## src/rtl/wb_pkg.sv

```systemverilog
// Shared widths and entry type for the register-file write-back path.
package wb_pkg;

  localparam int unsigned AW = 5;
  localparam int unsigned DW = 32;

  typedef struct packed {
    logic [AW-1:0] rd;
    logic [DW-1:0] data;
  } wb_entry_t;

endpackage

```

## src/rtl/wb_writeback_unit_if.sv

```systemverilog
// Producer handshakes, register-file write port and pending-write query bus.
interface wb_writeback_unit_if;
  import wb_pkg::*;

  logic          alu_valid;
  logic [AW-1:0] alu_rd;
  logic [DW-1:0] alu_data;
  logic          alu_ready;

  logic          load_valid;
  logic [AW-1:0] load_rd;
  logic [DW-1:0] load_data;
  logic          load_ready;

  logic [AW-1:0] WB_address_wr;
  logic          WB_write_1;
  logic [DW-1:0] WB_data_wb_out1;

  logic [AW-1:0] pend_query1;
  logic [AW-1:0] pend_query2;
  logic          pend_hit1;
  logic          pend_hit2;
  logic          busy;

  modport master (
    output alu_valid, alu_rd, alu_data, load_valid, load_rd, load_data,
    output pend_query1, pend_query2,
    input  alu_ready, load_ready, WB_address_wr, WB_write_1, WB_data_wb_out1,
    input  pend_hit1, pend_hit2, busy
  );

  modport slave (
    input  alu_valid, alu_rd, alu_data, load_valid, load_rd, load_data,
    input  pend_query1, pend_query2,
    output alu_ready, load_ready, WB_address_wr, WB_write_1, WB_data_wb_out1,
    output pend_hit1, pend_hit2, busy
  );

endinterface

```

## src/rtl/wb_fifo_2w1r.sv

```systemverilog
// In-order FIFO accepting up to two entries and retiring one per cycle.
module wb_fifo_2w1r
  import wb_pkg::*;
#(
  parameter int unsigned DEPTH = 4,
  localparam int unsigned PW = $clog2(DEPTH),
  localparam int unsigned CW = $clog2(DEPTH + 1)
) (
  input  logic             clk,
  input  logic             rst_n,
  input  logic             push0,
  input  logic             push1,
  input  wb_entry_t        din0,
  input  wb_entry_t        din1,
  input  logic             pop,
  output wb_entry_t        head,
  output logic             empty,
  output logic [CW-1:0]    count,
  output logic [DEPTH-1:0] entry_valid,
  output wb_entry_t        entries [DEPTH]
);

  wb_entry_t        mem_q [DEPTH];
  logic [PW-1:0]    rd_ptr_q, wr_ptr_q;
  logic [PW-1:0]    slot1;
  logic [CW-1:0]    count_q, count_d;
  logic [DEPTH-1:0] valid_q, valid_d;
  logic             do_pop;

  assign do_pop = pop & (count_q != '0);
  // din1 lands right behind din0, or at the tail when din0 is absent
  assign slot1  = wr_ptr_q + PW'(push0);

  always_comb begin
    valid_d = valid_q;
    if (do_pop) valid_d[rd_ptr_q] = 1'b0;
    if (push0)  valid_d[wr_ptr_q] = 1'b1;
    if (push1)  valid_d[slot1]    = 1'b1;
    count_d = count_q + CW'(push0) + CW'(push1) - CW'(do_pop);
  end

  always_ff @(posedge clk or negedge rst_n) begin
    if (!rst_n) begin
      rd_ptr_q <= '0;
      wr_ptr_q <= '0;
      count_q  <= '0;
      valid_q  <= '0;
    end else begin
      rd_ptr_q <= rd_ptr_q + PW'(do_pop);
      wr_ptr_q <= wr_ptr_q + PW'(push0) + PW'(push1);
      count_q  <= count_d;
      valid_q  <= valid_d;
    end
  end

  always_ff @(posedge clk) begin
    if (push0) mem_q[wr_ptr_q] <= din0;
    if (push1) mem_q[slot1]    <= din1;
  end

  assign head        = mem_q[rd_ptr_q];
  assign empty       = (count_q == '0);
  assign count       = count_q;
  assign entry_valid = valid_q;
  assign entries     = mem_q;

  assert property (@(posedge clk) disable iff (!rst_n) count_q <= CW'(DEPTH));

endmodule

```

## src/rtl/wb_writeback_unit.sv

```systemverilog
// Merges ALU and load results into the register-file write port, in acceptance order.
module wb_writeback_unit
  import wb_pkg::*;
#(
  parameter int unsigned DEPTH = 4,
  parameter int unsigned AW = wb_pkg::AW,
  parameter int unsigned DW = wb_pkg::DW,
  localparam int unsigned CW = $clog2(DEPTH + 1)
) (
  input logic clk,
  input logic rst_n,
  wb_writeback_unit_if.slave bus
);

  wb_entry_t        load_e, alu_e, first_e, din0, din1, head;
  wb_entry_t        entries [DEPTH];
  logic [DEPTH-1:0] entry_valid;
  logic [CW-1:0]    count;
  logic             empty, ready, acc_load, acc_alu, push0, push1, pop;

  logic          we_q, we_d;
  logic [AW-1:0] addr_q, addr_d;
  logic [DW-1:0] data_q, data_d;

  // Ready ignores the same-cycle pop so it depends on registered state only.
  assign ready    = (count <= CW'(DEPTH - 2));
  assign acc_load = bus.load_valid & ready & (bus.load_rd != '0);
  assign acc_alu  = bus.alu_valid & ready & (bus.alu_rd != '0);

  assign load_e  = '{rd: bus.load_rd, data: bus.load_data};
  assign alu_e   = '{rd: bus.alu_rd, data: bus.alu_data};
  // Load belongs to the older instruction, so it goes first.
  assign first_e = acc_load ? load_e : alu_e;

  always_comb begin
    pop    = 1'b0;
    push0  = 1'b0;
    push1  = 1'b0;
    din0   = first_e;
    din1   = alu_e;
    we_d   = 1'b0;
    addr_d = addr_q;
    data_d = data_q;
    if (!empty) begin
      pop    = 1'b1;
      push0  = acc_load | acc_alu;
      push1  = acc_load & acc_alu;
      we_d   = 1'b1;
      addr_d = head.rd;
      data_d = head.data;
    end else if (acc_load | acc_alu) begin
      push0  = acc_load & acc_alu;
      din0   = alu_e;
      we_d   = 1'b1;
      addr_d = first_e.rd;
      data_d = first_e.data;
    end
  end

  always_ff @(posedge clk or negedge rst_n) begin
    if (!rst_n) begin
      we_q   <= 1'b0;
      addr_q <= '0;
      data_q <= '0;
    end else begin
      we_q   <= we_d;
      addr_q <= addr_d;
      data_q <= data_d;
    end
  end

  wb_fifo_2w1r #(
    .DEPTH(DEPTH)
  ) u_fifo (
    .clk         (clk),
    .rst_n       (rst_n),
    .push0       (push0),
    .push1       (push1),
    .din0        (din0),
    .din1        (din1),
    .pop         (pop),
    .head        (head),
    .empty       (empty),
    .count       (count),
    .entry_valid (entry_valid),
    .entries     (entries)
  );

  // The entry on WB_* has already left the FIFO, so it never matches here.
  always_comb begin
    bus.pend_hit1 = 1'b0;
    bus.pend_hit2 = 1'b0;
    for (int unsigned i = 0; i < DEPTH; i++) begin
      if (entry_valid[i] && entries[i].rd == bus.pend_query1) bus.pend_hit1 = 1'b1;
      if (entry_valid[i] && entries[i].rd == bus.pend_query2) bus.pend_hit2 = 1'b1;
    end
    if (bus.pend_query1 == '0) bus.pend_hit1 = 1'b0;
    if (bus.pend_query2 == '0) bus.pend_hit2 = 1'b0;
  end

  assign bus.alu_ready       = ready;
  assign bus.load_ready      = ready;
  assign bus.WB_write_1      = we_q;
  assign bus.WB_address_wr   = addr_q;
  assign bus.WB_data_wb_out1 = data_q;
  assign bus.busy            = ~empty | we_q;

endmodule

```

## src/flat_wrapper.sv

```systemverilog
// flat-port wrapper written by rule: the top's interface ports become plain ports
module wb_writeback_unit_flat import wb_pkg::*;
#(
  parameter int unsigned DEPTH = 4,
  parameter int unsigned AW = wb_pkg::AW,
  parameter int unsigned DW = wb_pkg::DW,
  localparam int unsigned CW = $clog2(DEPTH + 1)
)
  (clk, rst_n, bus_alu_valid, bus_alu_rd, bus_alu_data, bus_load_valid, bus_load_rd, bus_load_data, bus_pend_query1, bus_pend_query2, bus_alu_ready, bus_load_ready, bus_WB_address_wr, bus_WB_write_1, bus_WB_data_wb_out1, bus_pend_hit1, bus_pend_hit2, bus_busy);
  wb_writeback_unit_if bus_i ();
  input logic clk;
  input logic rst_n;
  input wire logic [$bits(bus_i.alu_valid)-1:0] bus_alu_valid;
  input wire logic [$bits(bus_i.alu_rd)-1:0] bus_alu_rd;
  input wire logic [$bits(bus_i.alu_data)-1:0] bus_alu_data;
  input wire logic [$bits(bus_i.load_valid)-1:0] bus_load_valid;
  input wire logic [$bits(bus_i.load_rd)-1:0] bus_load_rd;
  input wire logic [$bits(bus_i.load_data)-1:0] bus_load_data;
  input wire logic [$bits(bus_i.pend_query1)-1:0] bus_pend_query1;
  input wire logic [$bits(bus_i.pend_query2)-1:0] bus_pend_query2;
  output wire logic [$bits(bus_i.alu_ready)-1:0] bus_alu_ready;
  output wire logic [$bits(bus_i.load_ready)-1:0] bus_load_ready;
  output wire logic [$bits(bus_i.WB_address_wr)-1:0] bus_WB_address_wr;
  output wire logic [$bits(bus_i.WB_write_1)-1:0] bus_WB_write_1;
  output wire logic [$bits(bus_i.WB_data_wb_out1)-1:0] bus_WB_data_wb_out1;
  output wire logic [$bits(bus_i.pend_hit1)-1:0] bus_pend_hit1;
  output wire logic [$bits(bus_i.pend_hit2)-1:0] bus_pend_hit2;
  output wire logic [$bits(bus_i.busy)-1:0] bus_busy;
  assign bus_i.alu_valid = bus_alu_valid;
  assign bus_i.alu_rd = bus_alu_rd;
  assign bus_i.alu_data = bus_alu_data;
  assign bus_i.load_valid = bus_load_valid;
  assign bus_i.load_rd = bus_load_rd;
  assign bus_i.load_data = bus_load_data;
  assign bus_i.pend_query1 = bus_pend_query1;
  assign bus_i.pend_query2 = bus_pend_query2;
  assign bus_alu_ready = bus_i.alu_ready;
  assign bus_load_ready = bus_i.load_ready;
  assign bus_WB_address_wr = bus_i.WB_address_wr;
  assign bus_WB_write_1 = bus_i.WB_write_1;
  assign bus_WB_data_wb_out1 = bus_i.WB_data_wb_out1;
  assign bus_pend_hit1 = bus_i.pend_hit1;
  assign bus_pend_hit2 = bus_i.pend_hit2;
  assign bus_busy = bus_i.busy;
  wb_writeback_unit #(.DEPTH(DEPTH), .AW(AW), .DW(DW)) u_core (.clk(clk), .rst_n(rst_n), .bus(bus_i));
endmodule
```

## config.mk

```make
export PLATFORM = sky130hd
export DESIGN_NAME = wb_writeback_unit_flat
export DESIGN_NICKNAME = d
export VERILOG_FILES = /design/src/rtl/wb_pkg.sv /design/src/rtl/wb_writeback_unit_if.sv /design/src/rtl/wb_fifo_2w1r.sv /design/src/rtl/wb_writeback_unit.sv /design/src/flat_wrapper.sv
export SDC_FILE = /design/constraint.sdc
export NUM_CORES = 1
export LEC_CHECK = 0
export CORE_UTILIZATION = 35
export CTS_CLUSTER_SIZE = 10
export DETAILED_ROUTE_END_ITERATION = 10
export DONT_BUFFER_PORTS = 1
export PLACE_DENSITY = 0.47
export SYNTH_ARGS = -nofsm -noshare
export SYNTH_HDL_FRONTEND = slang
export SYNTH_SLANG_ARGS = --single-unit
```

## constraint.sdc

```tcl
create_clock -name clk -period 6.16 [get_ports clk]
set_clock_uncertainty 0.2 [all_clocks]
set_input_delay 1.54 -clock clk [delete_from_list [all_inputs] [get_ports clk]]
set_output_delay 1.54 -clock clk [all_outputs]
set_load 0.02 [all_outputs]
```

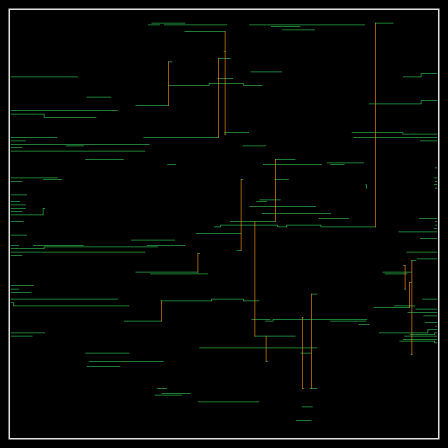
Fig. 1. Wiring by layer.
Only two layers are drawn.
Key: met3 = green [wire length 1880 um]; met4 = orange [wire length 424 um]
gr usage total: 22.78%
WL final: 33230 um
vias: 7653
WL/cell: 25.25 um

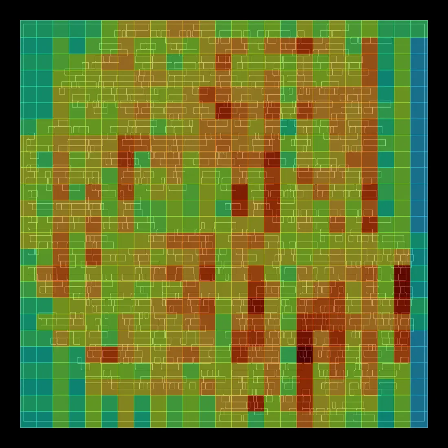
Fig. 2. Routing congestion.
Final Util: 38.88%
M3 GR Usage: 4.859%
GR Layer Usage met1: 30.18%

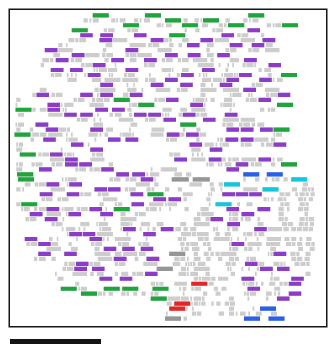
Fig. 3. Where the registers sit.
Bar = 50 um. Other sequential cells in the stronger gray, the rest of the logic in the fainter gray.
Key: `u_core.bus.WB_data_wb_out1` = green [sequential cells 32, where all over the die]; `u_core.bus.WB_address_wr` = blue [sequential cells 5]; `u_core.u_fifo.count` = red [sequential cells 3]; `u_core.u_fifo.entry_valid` = cyan [sequential cells 4, where middle right]; `u_core.u_fifo.entries` = purple [sequential cells 148, where all over the die]
total area of sequential cells: 0.004192 mm2
Flop+latch power: 2.68 mW
Seq area share: 37.56%

==> GITHUB_STEP_SUMMARY <==
### Metrics collected by this job

| Metric | Value |
|---|---|
| Crit share post-route | `78.07%` |
| Yosys warning tally | `0` |
| Post-layout min period | `4809 ps` |
| Dpl cell area | `0.01059 mm2` |
| Status | `finished, final reports clean` |
| Share of cells above drive strength 1 | `16.42%` |
| Grt met2 use | `37.67%` |
| Asr flop ratio synth | `24.87%` |
| Int Power | `3.970 mW` |
| RSZ-0062 raised after global routing | `no` |
| EDFF count, synth | `0` |
| Worst VDD drop | `163.2 uV` |
| Fin area | `0.01116 mm2` |
| CP peak stage delay | `580 ps` |
| Max Fanout on Critical Path | `26` |
| Least-Margin Pin Slew | `1170 ps` |
| Max-area cell share | `28.98%` |
| Chip width | `172.9 um` |
| Via density | `5.815` |
| Crit-path slowest cell | `o21bai_4` |
| Setup TNS | `0 ps` |
## placed cells by master (no fill, tap or decap), drive strengths merged, types with 2 or more instances in the layout
cell type  count
xnor2         11
a221o         24
o21ba          3
o221a         96
nand3         10
or4            5
nand3b         2
mux4          37
inv           78
nand4          2
fa             2
or3            2
or2            5
dfxtp        148
a22o           5
clkinv         3
buf           27
o21ai         37
nor4          12
o21a           6
mux2i         20
nand2b        98
a21o           3
a22oi         47
a32oi          3
xor2          34
nor3           6
nor2          65
nand2         28
clkbuf        19
a221oi        32
ha             4
dfrtp         49
clkinvlp       3
## state kept, by name, summed over array words and instances (netlist names)
name	count
u_core.u_fifo.entries	148
u_core.bus.WB_data_wb_out1	32
u_core.bus.WB_address_wr	5
u_core.u_fifo.entry_valid	4
u_core.u_fifo.count	3
u_core.u_fifo.rd_ptr_q	2
u_core.u_fifo.wr_ptr_q	2
u_core.bus.WB_write_1	1
## synth_stat cells, drive strengths merged, types with 24 or more instances
| master | n |
|---|---|
| dfxtp | 148 |
| a22oi | 47 |
| clkbuf | 52 |
| a221o | 24 |
| nand2 | 28 |
| o21ai | 37 |
| dfrtp | 49 |
| mux4 | 37 |
| xor2 | 34 |
| nor2 | 65 |
| buf | 36 |
| nand2b | 98 |
| a221oi | 32 |
| o221a | 96 |
| inv | 71 |
## cells by family (layout without fill, tap and decap cells)
| family | after synthesis | in the layout | share of synthesized area (%) |
|---|---|---|---|
| XOR/XNOR | 45 | 45 | 3.855 |
| AND/OR/NAND/NOR | 237 | 237 | 12.35 |
| adder cells (fa/ha/maj) | 7 | 7 | 1.016 |
| AND-OR/OR-AND | 259 | 259 | 24.76 |
| buffers and inverters | 159 | 130 | 6.951 |
| multiplexers | 57 | 57 | 10.11 |
| flip-flops | 197 | 197 | 40.97 |
## worst reg2reg max path: cells and delay by family, from the launching register on
family	cells	cell delay (ps)
AND-OR/OR-AND	2	680
XOR/XNOR	1	270
adder cells (fa/ha/maj)	2	550
buffers and inverters	1	360
flip-flops	1	450
AND/OR/NAND/NOR	4	940
## area by class of cell
type	count	area, um2	area share [%]
Inverter	71	266.5	2.388
Multi-Input combinational cell	605	5398	48.37
Timing Repair Buffer	27	252.7	2.265
Clock inverter	13	116.4	1.043
Clock buffer	19	452.9	4.059
Sequential cell	197	4192	37.56
Tap cell	384	480.5	4.306
## power groups by stage
stage / clock network [mW] / registers [mW] / logic (mW)
after floorplan: 0 / 2.47 / 2.23
after global placement: 0 / 2.70 / 2.70
final: 1.12 / 2.68 / 2.72
after global routing: 1.19 / 2.76 / 2.97
after CTS: 1.14 / 2.68 / 2.74
after detailed placement: 0 / 2.69 / 2.75
## path summary, 6_finish.rpt
path                       slack, ps  cells after the start                        endpoint                        from
setup / recovery                1350                     11      u_core.u_fifo.entries[137]               bus_alu_rd[2]
hold / removal                   270                      2      u_core.u_fifo.entries[112]  u_core.u_fifo.entries[112]
setup reg to reg                2590                     10      u_core.u_fifo.entries[137]      u_core.u_fifo.count[0]
hold reg to reg                  270                      2      u_core.u_fifo.entries[112]  u_core.u_fifo.entries[112]
max in group asynchronous       5050                      0          u_core.u_fifo.count[0]                       rst_n
min in group asynchronous        580                      0  u_core.bus.WB_data_wb_out1[14]                       rst_n
Power and IR drop assume default switching activity.
